**config.mk**
```make
export PLATFORM = sky130hd
export DESIGN_NAME = tqvp_dlmiles_i2c_seq
export DESIGN_NICKNAME = d
export VERILOG_FILES = /design/src/rtl/tqvp_dlmiles_i2c_seq_pkg.sv /design/src/rtl/tqvp_dlmiles_i2c_seq.sv
export SDC_FILE = /design/constraint.sdc
export NUM_CORES = 1
export LEC_CHECK = 0
export ABC_AREA = 1
export ABC_CLOCK_PERIOD_IN_PS = 2500
export CAP_MARGIN = 25
export CORE_ASPECT_RATIO = 0.5
export CORE_MARGIN = 5
export CORE_UTILIZATION = 59
export CTS_CLUSTER_SIZE = 25
export DETAILED_ROUTE_END_ITERATION = 10
export DONT_BUFFER_PORTS = 1
export PLACE_DENSITY = 0.75
export SLEW_MARGIN = 20
export SYNTH_ARGS = -nofsm -noshare
export SYNTH_HDL_FRONTEND = slang
export SYNTH_SLANG_ARGS = --single-unit
```
**constraint.sdc**
```tcl
create_clock -name clk -period 2.5 [get_ports clk]
set_input_delay 0.25 -clock clk [delete_from_list [all_inputs] [get_ports clk]]
set_output_delay 0.25 -clock clk [all_outputs]
set_load 0.02 [all_outputs]
```
**src/rtl/tqvp_dlmiles_i2c_seq_pkg.sv**
```systemverilog
// tqvp_dlmiles_i2c_seq_pkg: shared txd word layout, result codes and sequencer state encoding
package tqvp_dlmiles_i2c_seq_pkg;
  localparam int TXD_START = 11;
  localparam int TXD_STOP  = 10;
  localparam int TXD_RD    = 9;
  localparam int TXD_NACK  = 8;
  localparam logic [1:0] ERR_OK   = 2'b00;
  localparam logic [1:0] ERR_NACK = 2'b01;
  localparam logic [1:0] ERR_BUS  = 2'b10;
  localparam logic [1:0] ERR_CMD  = 2'b11;
  localparam logic [3:0] S_IDLE  = 4'd0;
  localparam logic [3:0] S_AW    = 4'd1;
  localparam logic [3:0] S_REG   = 4'd2;
  localparam logic [3:0] S_WD    = 4'd3;
  localparam logic [3:0] S_AR    = 4'd4;
  localparam logic [3:0] S_RD    = 4'd5;
  localparam logic [3:0] S_DRAIN = 4'd6;
  localparam logic [3:0] S_STOPX = 4'd7;
  localparam logic [3:0] S_FIN   = 4'd8;
  function automatic logic [11:0] txd_word(input logic s, input logic p, input logic r,
                                           input logic n, input logic [7:0] b);
    txd_word = 12'h000;
    txd_word[TXD_START] = s;
    txd_word[TXD_STOP] = p;
    txd_word[TXD_RD] = r;
    txd_word[TXD_NACK] = n;
    txd_word[7:0] = b;
  endfunction
endpackage

```
**src/rtl/tqvp_dlmiles_i2c_seq.sv**
```systemverilog
// tqvp_dlmiles_i2c_seq: turns one register-addressed I2C read/write command into a stream of bus FIFO words
module tqvp_dlmiles_i2c_seq
  import tqvp_dlmiles_i2c_seq_pkg::*;
#(
  parameter int MAXLEN = 15
) (
  input  logic        clk,
  input  logic        rst_n,
  input  logic        cmd_valid,
  output logic        cmd_ready,
  input  logic [6:0]  cmd_addr,
  input  logic        cmd_rw,
  input  logic [7:0]  cmd_reg,
  input  logic [3:0]  cmd_len,
  input  logic [7:0]  wr_data,
  input  logic        wr_valid,
  output logic        wr_ready,
  output logic [11:0] txd_data,
  output logic        txd_valid,
  input  logic        txd_ready,
  input  logic        ack_valid,
  input  logic        ack_nack,
  input  logic [7:0]  rx_data,
  input  logic        rx_valid,
  input  logic        bus_err,
  output logic [7:0]  rd_data,
  output logic        rd_valid,
  input  logic        abort,
  output logic        busy,
  output logic        done,
  output logic [1:0]  err
);
  logic [3:0] state_q, state_d, len_q, cnt_q, cnt_d, rcnt_q, rcnt_d;
  logic [6:0] addr_q;
  logic [7:0] reg_q;
  logic [4:0] pend_q, pend_d;
  logic [1:0] err_q, err_d;
  logic       rw_q, stop_q, stop_d;
  logic       accept, fire, bad, last, err_on, push_np;
  assign cmd_ready = state_q == S_IDLE;
  assign busy      = state_q != S_IDLE;
  assign done      = state_q == S_FIN;
  assign err       = err_q;
  assign accept    = cmd_valid & cmd_ready;
  assign bad       = (cmd_rw && cmd_len == 4'd0) || ({1'b0, cmd_len} > 5'(MAXLEN));
  assign last      = cnt_q == 4'd1;
  always_comb
    txd_data = state_q == S_AW    ? txd_word(1'b1, 1'b0, 1'b0, 1'b0, {addr_q, 1'b0}) :
               state_q == S_REG   ? txd_word(1'b0, !rw_q && len_q == 4'd0, 1'b0, 1'b0, reg_q) :
               state_q == S_WD    ? txd_word(1'b0, last, 1'b0, 1'b0, wr_data) :
               state_q == S_AR    ? txd_word(1'b1, 1'b0, 1'b0, 1'b0, {addr_q, 1'b1}) :
               state_q == S_RD    ? txd_word(1'b0, last, 1'b1, last, 8'h00) :
               state_q == S_STOPX ? txd_word(1'b0, 1'b1, 1'b0, 1'b0, 8'h00) : 12'h000;
  assign txd_valid = state_q == S_AW || state_q == S_REG || state_q == S_AR ||
                     state_q == S_RD || state_q == S_STOPX || (state_q == S_WD && wr_valid);
  assign wr_ready  = state_q == S_WD && txd_ready;
  assign fire      = txd_valid && txd_ready;
  assign push_np   = fire && !txd_data[TXD_RD];
  assign rd_valid  = rx_valid && rcnt_q != 4'd0;
  assign rd_data   = rx_data;
  assign err_on    = state_q != S_IDLE && state_q != S_FIN && state_q != S_STOPX &&
                     (bus_err || (ack_valid && ack_nack) || abort);
  // An ack arriving with a push leaves the outstanding count unchanged
  assign pend_d = accept ? 5'd0 :
                  push_np && !ack_valid ? pend_q + 5'd1 :
                  ack_valid && !push_np && pend_q != 5'd0 ? pend_q - 5'd1 : pend_q;
  assign rcnt_d = accept ? (cmd_rw ? cmd_len : 4'd0) : rd_valid ? rcnt_q - 4'd1 : rcnt_q;
  assign stop_d = !accept && (stop_q || (fire && txd_data[TXD_STOP]));
  always_comb begin
    state_d = state_q;
    cnt_d = cnt_q;
    err_d = err_q;
    case (state_q)
      S_IDLE:  if (accept) begin
                 err_d = bad ? ERR_CMD : ERR_OK;
                 state_d = bad ? S_FIN : S_AW;
               end
      S_AW:    if (fire) state_d = S_REG;
      S_REG:   if (fire) begin
                 state_d = rw_q ? S_AR : len_q == 4'd0 ? S_DRAIN : S_WD;
                 cnt_d = len_q;
               end
      S_WD, S_RD: if (fire) begin
                 cnt_d = cnt_q - 4'd1;
                 state_d = last ? S_DRAIN : state_q;
               end
      S_AR:    if (fire) state_d = S_RD;
      S_DRAIN: if (pend_q == 5'd0 && rcnt_q == 4'd0) state_d = S_FIN;
      S_STOPX: if (fire) state_d = S_FIN;
      default: state_d = S_IDLE;
    endcase
    // A word already carrying STOP has closed the bus, so no extra STOP is needed
    if (err_on) begin
      err_d = bus_err ? ERR_BUS : (ack_valid && ack_nack) ? ERR_NACK : ERR_CMD;
      state_d = stop_d ? S_FIN : S_STOPX;
    end
  end
  always_ff @(posedge clk or negedge rst_n)
    if (!rst_n) begin
      state_q <= S_IDLE;
      cnt_q <= '0;
      rcnt_q <= '0;
      pend_q <= '0;
      err_q <= ERR_OK;
      stop_q <= 1'b0;
      addr_q <= '0;
      rw_q <= 1'b0;
      reg_q <= '0;
      len_q <= '0;
    end else begin
      state_q <= state_d;
      cnt_q <= cnt_d;
      rcnt_q <= rcnt_d;
      pend_q <= pend_d;
      err_q <= err_d;
      stop_q <= stop_d;
      if (accept) begin
        addr_q <= cmd_addr;
        rw_q <= cmd_rw;
        reg_q <= cmd_reg;
        len_q <= cmd_len;
      end
    end
endmodule
```
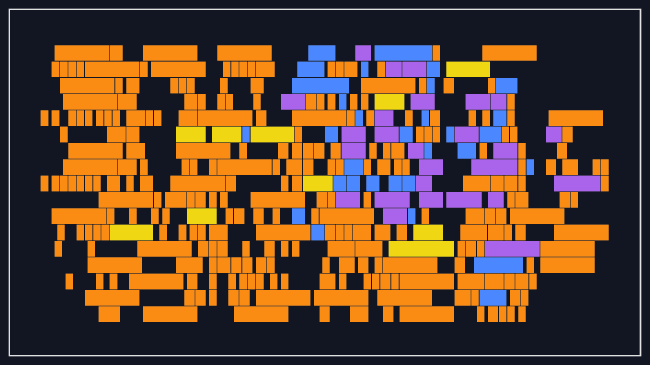
**Above:** run 1 (cells by drive strength).
(6 px per um)
Key: purple = x3 and x4 [cells 26]; yellow = x6 and larger [cells 10]; orange = x1 and smaller [cells 269]; blue = x2 [cells 31]

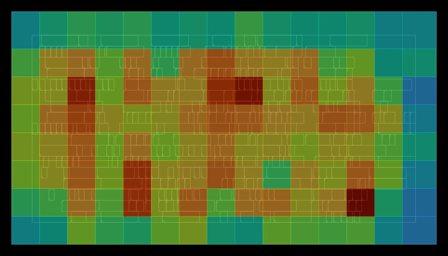
**Above:** run 1 (congestion heat map).
total routing resource utilization after global routing: 0.220
met3 usage in global routing: 0.0881

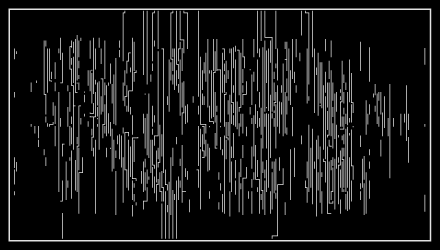
**Above:** run 1 (the metal 2 layer).
(4 px per um)
The wires run mostly vertical. The layer holds 47% of the routed length. The layer carries 3110 um of wire.
met2 global-route usage: 0.371
vias after detailed routing: 2279

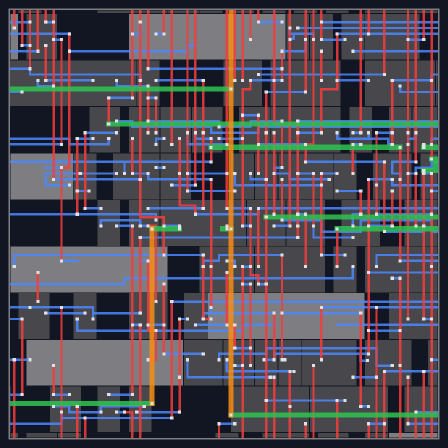
**Above:** run 1 (close-up of the layout).
Region (40, 16) to (65, 41) um. Cells in grey, sequential cells in the stronger grey; small squares are vias.
Key: red = M2; blue = M1; orange = M4; green = M3
Netlist names of flops here include len_q (2). 60 logic cells have their middle in the window. Most frequent: nand2_1 (10), nor2_1 (5), nand3_1 (5). Sequential cells in the window: 4.

==> GITHUB_STEP_SUMMARY, run 1 <==
## Implementation flow summary

| Metric | Value |
|---|---|
| Result of the run | `complete, no violations` |
| Area-dominant class | `logic gates` |
| Final setup viols | `0` |
| Critical Path Slowest Stage Cell | `sky130_fd_sc_hd__dfrtp_1` |
| Count of inserted tapcells | `roughly 57` |
| Congestion Overflow GR | `0` |
| Final std cell area, no fill | `~2900 um^2` |
| Crit path setup slack, layout | `between 150 and 200 ps` |
| Post-placement cell count | `roughly 380` |
| Antenna Nets Post-Route | `0` |
| Number of enable-type register cells in the synthesized netlist | `0` |
| Areal power density over the cells | `roughly 1500 nW/um^2` |
| Area of the synthesized netlist per yosys stat | `roughly 2700 um^2` |
| Power in the clock group | `569 uW` |
| Worst hold slack | `28.0 ps` |
| Multi-In Gates | `240` |
| Detailed placer's ending HPWL | `~4900 um` |
| Top reg by flops | `reg_q` |
| Class of the tightest hold or removal check | `in -> reg` |
| Depth of the CTS H-tree | `2` |
| Routed vias/inst | `between 5 and 6` |
| Largest buffer count on any clock path | `2` |
| Final GP Congestion | `around 0.93` |
| Cells in synth_stat.txt | `roughly 330` |
| Core utilization before placement | `0.607` |
| Number of top-level pins | `74` |
| Max FO, Critical Path | `9` |
| Number of buffers inserted for hold repair after clock tree synthesis | `2` |
| Cell at the root of the clock tree | `sky130_fd_sc_hd__clkbuf_8` |
| Signal arrival time at the worst endpoint | `about 2600 ps` |
| Setup slack after placement | `-33.6 ps` |
| Maximum number of pins on one net before global-route repair | `approximately 40` |
| Peak-usage layer in the global routing report | `met2` |
| Violation count after the first detailed-route iteration | `between 100 and 150` |
| Sequential fraction of the synthesis area | `0.376` |
| Remaining max-slew budget at the tightest pin | `0.548` |
| Vertical die dimension | `between 50 and 60 um` |
| Final-report max-slew violation count | `0` |
| Total power | `between 4000 and 5000 uW` |
| Top achievable clock speed | `428 MHz` |
| Fin crit period | `between 2000 and 2500 ps` |
| Flip-flop and latch count after synthesis | `40` |
| Reported net switching power | `2200 uW` |
| Data-path buffer share of cell area in the final layout | `0.0288` |
| Area leader, netlist | `sky130_fd_sc_hd__dfrtp_1` |
| Multi-input gate share of the layout cell area | `0.504` |
| Largest incremental delay on the critical path | `about 460 ps` |
| Top-area cell type share of the netlist area | `0.376` |
| Wire length of the first global-routing pass | `about 11000 um` |
| Setup bufs post-CTS | `0` |
| Commonest cells after routing, fill and taps aside | `sky130_fd_sc_hd__nand2_1 (94), sky130_fd_sc_hd__dfrtp_1 (38), sky130_fd_sc_hd__inv_1 (29), sky130_fd_sc_hd__nor2_1 (21), sky130_fd_sc_hd__nand3_1 (15)` |
| Seq/total area | `0.349` |
| Via count of the first global-routing pass | `roughly 2300` |
| Number of flip-flops in the largest register | `8` |
| End point of the critical path | `pend_q[4]` |
| Pin slew with the least headroom to its limit | `just under 700 ps` |
| Cell types occupying the most area after synthesis | `sky130_fd_sc_hd__dfrtp_1 (38%), sky130_fd_sc_hd__nand2_1 (13%), sky130_fd_sc_hd__inv_1 (4.1%), sky130_fd_sc_hd__ha_1 (3.3%), sky130_fd_sc_hd__nor2_1 (3.1%)` |
| Beginning of the worst hold path | `bus_err` |
| Seq cells | `around 40` |
| Die width | `roughly 100 um` |
| Reported combinational group power | `2570 uW` |
| Clock network contribution to total cell area | `0.0423` |
| Area of the multi-input gates | `around 1400 um^2` |
| Worst Path Class, Setup | `reg -> reg` |
| Num Clock Sinks | `~40` |
| Routed wire length | `between 6000 and 7000 um` |
| Cell-by-cell trace of the critical path | `nor2_4 > nand2_4 > nand2_8 > nor2_4 > nand2_8 > nand4_4 > ha_4 > a21o_1 > a31oi_2 > inv_1 > nand3_1 > nand3_1 > nand2_1` |
| Critical path endpoint category | `register` |
| Launching element type of the critical path | `register` |
| Family of cells with the greatest summed delay on the critical path | `simple AND/OR/NAND/NOR gates` |
| Stage-log warning count | `28` |
| DRC Markers | `0` |
| Cell leakage power | `roughly 0.0014 uW` |
| Final hold violation count | `0` |
| Share of async-settable or async-resettable flops after synthesis | `1.00` |
| Final cell count without fillers | `between 300 and 400` |
| Non-clock inverter count | `39` |
| Top flop regs | `reg_q: 8 flops, addr_q: 7 flops, pend_q: 5 flops` |
| Mean routed wirelength per cell | `16.7 um` |
| Clock network fraction of design power | `0.130` |
| Fin crit share | `0.935` |
| Highest routing layer actually used | `met4` |
| Worst R2R Setup Slack | `between 150 and 200 ps` |
| Routed length on met1 | `about 2700 um` |
| Buffer-and-inverter tally for the worst setup path | `1` |
| # clk buffers | `6` |
| Logic gate share of total power | `0.586` |
| WHS Endpoint | `err[0]` |
| Die Footprint | `slightly above 6000 um^2` |
| Global-route track usage on met1 | `0.266` |
| Top power consumer group | `combinational cells` |
| Worst setup path startpoint | `state_q[3]` |
| Fraction of final layout cells with drive strength greater than 1 | `0.199` |
| TritonCTS Buffers | `5` |
| Mapped Area | `about 2700 um^2` |
| End of the worst register-to-register path | `pend_q[4]` |
| Count of warnings emitted by yosys | `0` |
| Diodes inserted | `0` |
| Number of instances on the worst hold path | `1` |
| P_int | `2190 uW` |
| Crit path required time | `2730 ps` |
run 1: Yosys cell counts, types with 3 or more instances:
| library cell | number |
|---|---|
| sky130_fd_sc_hd__nand2_4 | 7 |
| sky130_fd_sc_hd__inv_1 | 29 |
| sky130_fd_sc_hd__nand3_1 | 15 |
| sky130_fd_sc_hd__nor2_4 | 5 |
| sky130_fd_sc_hd__nand2_2 | 6 |
| sky130_fd_sc_hd__buf_4 | 10 |
| sky130_fd_sc_hd__o211ai_1 | 4 |
| sky130_fd_sc_hd__o22ai_1 | 10 |
| sky130_fd_sc_hd__a221oi_1 | 7 |
| sky130_fd_sc_hd__dfrtp_1 | 40 |
| sky130_fd_sc_hd__buf_2 | 4 |
| sky130_fd_sc_hd__nor2_1 | 22 |
| sky130_fd_sc_hd__xor2_1 | 4 |
| sky130_fd_sc_hd__nand4_1 | 5 |
| sky130_fd_sc_hd__ha_1 | 7 |
| sky130_fd_sc_hd__nor3_1 | 4 |
| sky130_fd_sc_hd__inv_2 | 10 |
| sky130_fd_sc_hd__nor2_2 | 3 |
| sky130_fd_sc_hd__a21oi_1 | 5 |
| sky130_fd_sc_hd__nand2_1 | 94 |
| sky130_fd_sc_hd__o21ai_0 | 7 |
| sky130_fd_sc_hd__o21ai_1 | 14 |
run 1: cells by family (layout without fill, tap and decap cells):
| family | count (synthesis) | count (layout) | share of synthesized area |
|---|---|---|---|
| xor gates and xnor gates | 5 | 5 | 0.0165 |
| AOI/OAI and AO/OA | 59 | 59 | 0.158 |
| and+or+nand+nor | 168 | 168 | 0.318 |
| DFF | 40 | 40 | 0.376 |
| adders and majority gates | 8 | 8 | 0.0405 |
| buffers and inverters | 53 | 56 | 0.0908 |
**Run 1: sequential cells coloured by netlist name**

(4 px per um) Other sequential cells in the stronger grey, the rest of the logic in the fainter grey.
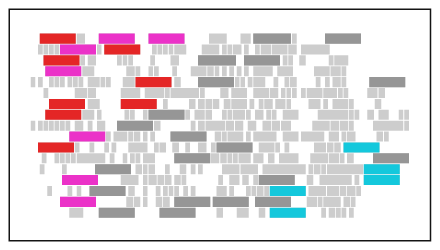

==> inputs of run 2 (changes only) <==
- CORE_UTILIZATION: 59 -> 45
- PLACE_DENSITY: 0.75 -> default
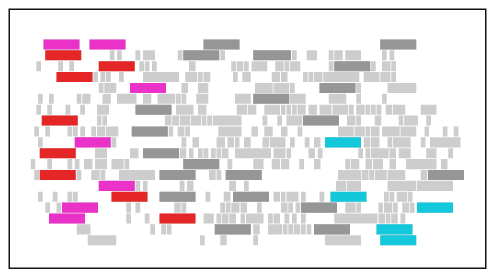
**Above:** run 2 (sequential cells coloured by netlist name).
(4 px per um) Other sequential cells in the stronger grey, the rest of the logic in the fainter grey.
Key: cyan = pend_q [sequential cells 5, where bottom right]; magenta = addr_q [sequential cells 7]; red = reg_q [sequential cells 8]
Another 20 sequential cells are not coloured.

==> run 2 against run 1 <==
Against the previous run:
- combinational power hardly changed
- count of clock-buffer cells in the layout stayed put
- sequential share of layout area is 1.0 points lower
- area after synthesis stayed put
- clock skew is 5.7 ps lower
- highest routed layer unchanged
- critical path type unchanged
==> GITHUB_STEP_SUMMARY, run 2 <==
## Implementation flow summary

| Metric | Value |
|---|---|
| Result of the run | `complete, no violations (unchanged)` |
| Initial antenna violation count | `0 (unchanged)` |
| Die width | `119 um (was 105 um)` |
| Most used logic cell in the final layout | `sky130_fd_sc_hd__nand2_1 (unchanged)` |
| Cell at the root of the clock tree | `sky130_fd_sc_hd__clkbuf_16 (was sky130_fd_sc_hd__clkbuf_8)` |
| Cell-by-cell trace of the critical path | `inv_2 > nor2_4 > nand2_4 > nand2_8 > nor2_4 > nand2_8 > nand4_4 > buf_4 > ha_1 > nand3_1 > nand3_1 > xor2_1 > nand2_1 > o21ai_1 (was nor2_4 > nand2_4 > nand2_8 > nor2_4 > nand2_8 > nand4_4 > ha_4 > a21o_1 > a31oi_2 > inv_1 > nand3_1 > nand3_1 > nand2_1)` |
| Wire length of the first global-routing pass | `11200 um (was 10700 um)` |
| Total number of cells along the worst setup path | `14 (was 13)` |
| Violation count after the first detailed-route iteration | `160 (was 108)` |
| Num Clock Sinks | `40 (unchanged)` |
| Net Sw Frac | `0.482 (was 0.501)` |
| Largest incremental delay on the critical path | `420 ps (was 460 ps)` |
| Filler cell count | `541 (was 365)` |
| Setup skew after layout | `3.40 ps (was 9.10 ps)` |
| Register clock-pin slew on the reported worst setup and hold paths | `60 ps (was 80 ps)` |
| Area taken by flip-flops and latches | `1000 um^2 (about the same)` |
| Distinct lib cells | `37 (unchanged)` |
| Top-area cell type share of the netlist area | `0.376 (unchanged)` |
| Mapped Area | `2660 um^2 (unchanged)` |
| Launching point of the worst reg2reg path | `state_q[2] (was state_q[3])` |
| Non-clock inverter count | `39 (unchanged)` |
| Fin crit period | `2330 ps (was 2340 ps)` |
| Count of inserted tapcells | `73 (was 57)` |
| Stage-log warning count | `28 (unchanged)` |
| Flip-flop and latch count after synthesis | `40 (unchanged)` |
| Cells on worst reg2reg path | `14 (was 13)` |
| Seq cells | `40 (unchanged)` |
| Worst setup path startpoint | `state_q[2] (was state_q[3])` |
| Setup slack after placement | `61.0 ps (was -33.6 ps)` |
| Pin slew with the least headroom to its limit | `704 ps (was 673 ps)` |
| Final hold violation count | `0 (unchanged)` |
| Vias after detailed routing | `2251 (was 2279)` |
| Congestion Overflow GR | `0 (unchanged)` |
| Signal arrival time at the worst endpoint | `2550 ps (was 2570 ps)` |
| Power in the clock group | `763 uW (was 569 uW)` |
| End point of the critical path | `pend_q[3] (was pend_q[4])` |
| Family of cells with the greatest summed delay on the critical path | `simple AND/OR/NAND/NOR gates (unchanged)` |
| Final setup viols | `0 (unchanged)` |
| Routed vias/inst | `5.49 (was 5.80)` |
| Detailed placer's ending HPWL | `5250 um (was 4910 um)` |
| P_int | `2370 uW (was 2190 uW)` |
| Standard cell core area | `5610 um^2 (was 4380 um^2)` |
| Area leader, netlist | `sky130_fd_sc_hd__dfrtp_1 (unchanged)` |
| Total routing resource utilization after global routing | `0.187 (was 0.220)` |
| Fin crit share | `0.934 (was 0.935)` |
| Clock network contribution to total cell area | `0.0601 (was 0.0423)` |
| Critical path endpoint category | `register (unchanged)` |
| Area of the multi-input gates | `1450 um^2 (about the same)` |
| Number of top-level pins | `74 (unchanged)` |
| Top achievable clock speed | `428 MHz (about the same)` |
| Fin Setup TNS | `0 ps (unchanged)` |
| Port-buffer cells | `0 (unchanged)` |
| Flop+latch power | `1250 uW (about the same)` |
| TritonCTS Buffers | `5 (unchanged)` |
| Count of standard-cell rows | `19 (was 17)` |
| Maximum number of pins on one net before global-route repair | `41 (unchanged)` |
| Routed wire length | `6760 um (was 6550 um)` |
| Sequential fraction of the synthesis area | `0.376 (unchanged)` |
| Multi-In Gates | `240 (unchanged)` |
| Cell leakage power | `0.00146 uW (was 0.00142 uW)` |
| Die Footprint | `7640 um^2 (was 6030 um^2)` |
| RSZ-0062 raised after global routing | `no` |
| Reported combinational group power | `2570 uW (about the same)` |
| Non-CTS buffers | `10 (was 9)` |
| Launching element type of the critical path | `register (unchanged)` |
| Area-dominant class | `logic gates (unchanged)` |
| Worst Path Class, Setup | `reg -> reg (unchanged)` |
| Vertical die dimension | `64.4 um (was 57.5 um)` |
| Number of instances on the worst hold path | `1 (unchanged)` |
| Depth of the CTS H-tree | `2 (unchanged)` |
| Net count after synthesis | `387 (unchanged)` |
| Reported net switching power | `2210 uW (was 2200 uW)` |
| Clk latency late pin | `290 ps (was 300 ps)` |
| Mapped Avg Cell Area | `7.99 um^2 (unchanged)` |
| Data-path buffer share of cell area in the final layout | `0.0305 (was 0.0288)` |
| Areal power density over the cells | `1550 nW/um^2 (was 1530 nW/um^2)` |
| Cells in synth_stat.txt | `333 (unchanged)` |
| Remaining max-slew budget at the tightest pin | `0.527 (was 0.548)` |
| Number of flip-flops in the largest register | `8 (unchanged)` |
| Sequential fraction of design power | `0.273 (was 0.285)` |
| Top reg by flops | `reg_q (unchanged)` |
| Most common cell in the synthesized netlist | `sky130_fd_sc_hd__nand2_1 (unchanged)` |
| Area of the synthesized netlist per yosys stat | `2660 um^2 (unchanged)` |
| Diodes inserted | `0 (unchanged)` |
| Max FO, Critical Path | `9 (unchanged)` |
| Crit path setup slack, layout | `166 ps (was 163 ps)` |
| Crit path required time | `2720 ps (was 2730 ps)` |
| Antenna Nets Post-Route | `0 (unchanged)` |
| Fraction of final layout cells with drive strength greater than 1 | `0.202 (was 0.199)` |
| Final GP Congestion | `0.890 (was 0.925)` |
| Number of enable-type register cells in the synthesized netlist | `0 (unchanged)` |
| Multi-input gate share of the layout cell area | `0.490 (was 0.504)` |
| Top power consumer group | `combinational cells (unchanged)` |
| Count of warnings emitted by yosys | `0 (unchanged)` |
| Cell types occupying the most area after synthesis | `sky130_fd_sc_hd__dfrtp_1 (38%), sky130_fd_sc_hd__nand2_1 (13%), sky130_fd_sc_hd__inv_1 (4.1%), sky130_fd_sc_hd__ha_1 (3.3%), sky130_fd_sc_hd__nor2_1 (3.1%) (unchanged)` |
| Top_reg_cell synth | `sky130_fd_sc_hd__dfrtp_1 (unchanged)` |
| Iteration count of the initial detailed-routing pass | `4 (unchanged)` |
| Mean routed wirelength per cell | `16.5 um (was 16.7 um)` |
| Number of cells produced by synthesis | `333 (unchanged)` |
| Clock network fraction of design power | `0.166 (was 0.130)` |
| Buffer-and-inverter tally for the worst setup path | `2 (was 1)` |
| Largest buffer count on any clock path | `2 (unchanged)` |
| Final nets | `390 (was 389)` |
| Logic gate share of total power | `0.561 (was 0.586)` |
| End of the worst register-to-register path | `pend_q[3] (was pend_q[4])` |
| Via count of the first global-routing pass | `2255 (was 2273)` |
| Relative area change from synthesis to final layout | `11.1% (was 7.95%)` |
| Commonest cells after routing, fill and taps aside | `sky130_fd_sc_hd__nand2_1 (92), sky130_fd_sc_hd__dfrtp_1 (39), sky130_fd_sc_hd__inv_1 (29), sky130_fd_sc_hd__nor2_1 (21), sky130_fd_sc_hd__nand3_1 (15) (was sky130_fd_sc_hd__nand2_1 (94), sky130_fd_sc_hd__dfrtp_1 (38), sky130_fd_sc_hd__inv_1 (29), sky130_fd_sc_hd__nor2_1 (21), sky130_fd_sc_hd__nand3_1 (15))` |
| Class of the tightest hold or removal check | `in -> reg (unchanged)` |
| CTS tree | `yes (unchanged)` |
| Synth cell count leaders | `sky130_fd_sc_hd__nand2_1 (94), sky130_fd_sc_hd__dfrtp_1 (40), sky130_fd_sc_hd__inv_1 (29) (unchanged)` |
| Max-Cap Viols | `0 (unchanged)` |
| DRC Markers | `0 (unchanged)` |
| Worst R2R Setup Slack | `170 ps (was 160 ps)` |
| Share of async-settable or async-resettable flops after synthesis | `1.00 (unchanged)` |
| Maximum resistive drop on vdd | `0.543 mV (was 0.563 mV)` |
| Final-report max-slew violation count | `0 (unchanged)` |
| Critical Path Slowest Stage Cell | `sky130_fd_sc_hd__dfrtp_1 (unchanged)` |
| Core utilization before placement | `0.474 (was 0.607)` |
| Top flop regs | `reg_q: 8 flops, addr_q: 7 flops, pend_q: 5 flops (unchanged)` |
| Seq/total area | `0.339 (was 0.349)` |
| # clk buffers | `6 (unchanged)` |
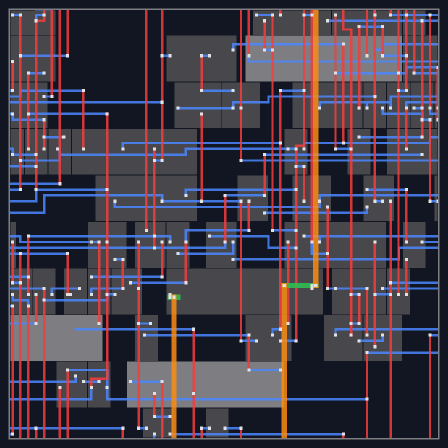
**Above:** run 2 (close-up of the layout).
Region (47, 20) to (72, 45) um. Cells in grey, sequential cells in the stronger grey; small squares are vias.
Key: green = M3; blue = M1; red = M2; orange = M4
Sequential cells in the window: 3. 50 logic cells have their middle in the window. Most frequent: nand2_1 (9), nor2_1 (4), nand2_4 (4).

-- run 2: netlist changes by cell type in the layout (fill, tap and decap cells not counted) --
cell	change
sky130_fd_sc_hd__clkbuf_16	+5
sky130_fd_sc_hd__clkbuf_8	-5
sky130_fd_sc_hd__nand2_1	-2
sky130_fd_sc_hd__nand2_2	+2
sky130_fd_sc_hd__buf_4	+1
sky130_fd_sc_hd__dfrtp_1	+1
sky130_fd_sc_hd__dfrtp_2	-1
sky130_fd_sc_hd__fa_1	+1
sky130_fd_sc_hd__fa_2	-1
-- run 2: how the worst min path moves through the flow --
stage                       start   endpoint  slack [ps]
after CTS                 bus_err     err[0]          40
after global placement      rst_n  addr_q[4]         -40
final                     bus_err     err[0]          40
after global routing      bus_err     err[0]          30
after floorplan             rst_n  addr_q[0]         -50
after detailed placement    rst_n  addr_q[5]         -40
-- run 2: what timing repair did --
item,in CTS,in global routing
resized,0,7
endpoints found under the setup margin,0,2
hold buffers,2,0
endpoints found under the hold margin,40,0
setup buffers,0,1
-- run 2: layer usage --
layer  vias to the layer above  share of wire  track usage
met4                         0          0.011       0.0620
met5                         -              0            0
li1                       1107              -            -
met2                        70           0.43        0.276
met3                         8           0.10       0.0863
met1                      1066           0.46        0.244
-- run 2: stage by stage --
stage          hold WS, ps  utilization  instance area [um^2]  instances  total power, uW
2_1_floorplan        -45.6            -                  2660        333             3240
3_3_place_gp         -44.2        0.483                  2710        399             3680
3_5_place_dp         -44.5        0.483                  2710        399             3740
4_1_cts               36.3        0.520                  2920        409             4550
5_1_grt               28.4        0.527                  2960        410             5000
6_report              41.6        0.527                  2960        410             4580
-- run 2: cell families after synthesis --
logic type,Yosys count,share of synthesized area
buf+inv,53,0.0908
flops,40,0.376
compound gates,59,0.158
xor+xnor,5,0.0165
simple gates,168,0.318
fa+ha+maj,8,0.0405
Power and IR drop assume default switching activity.
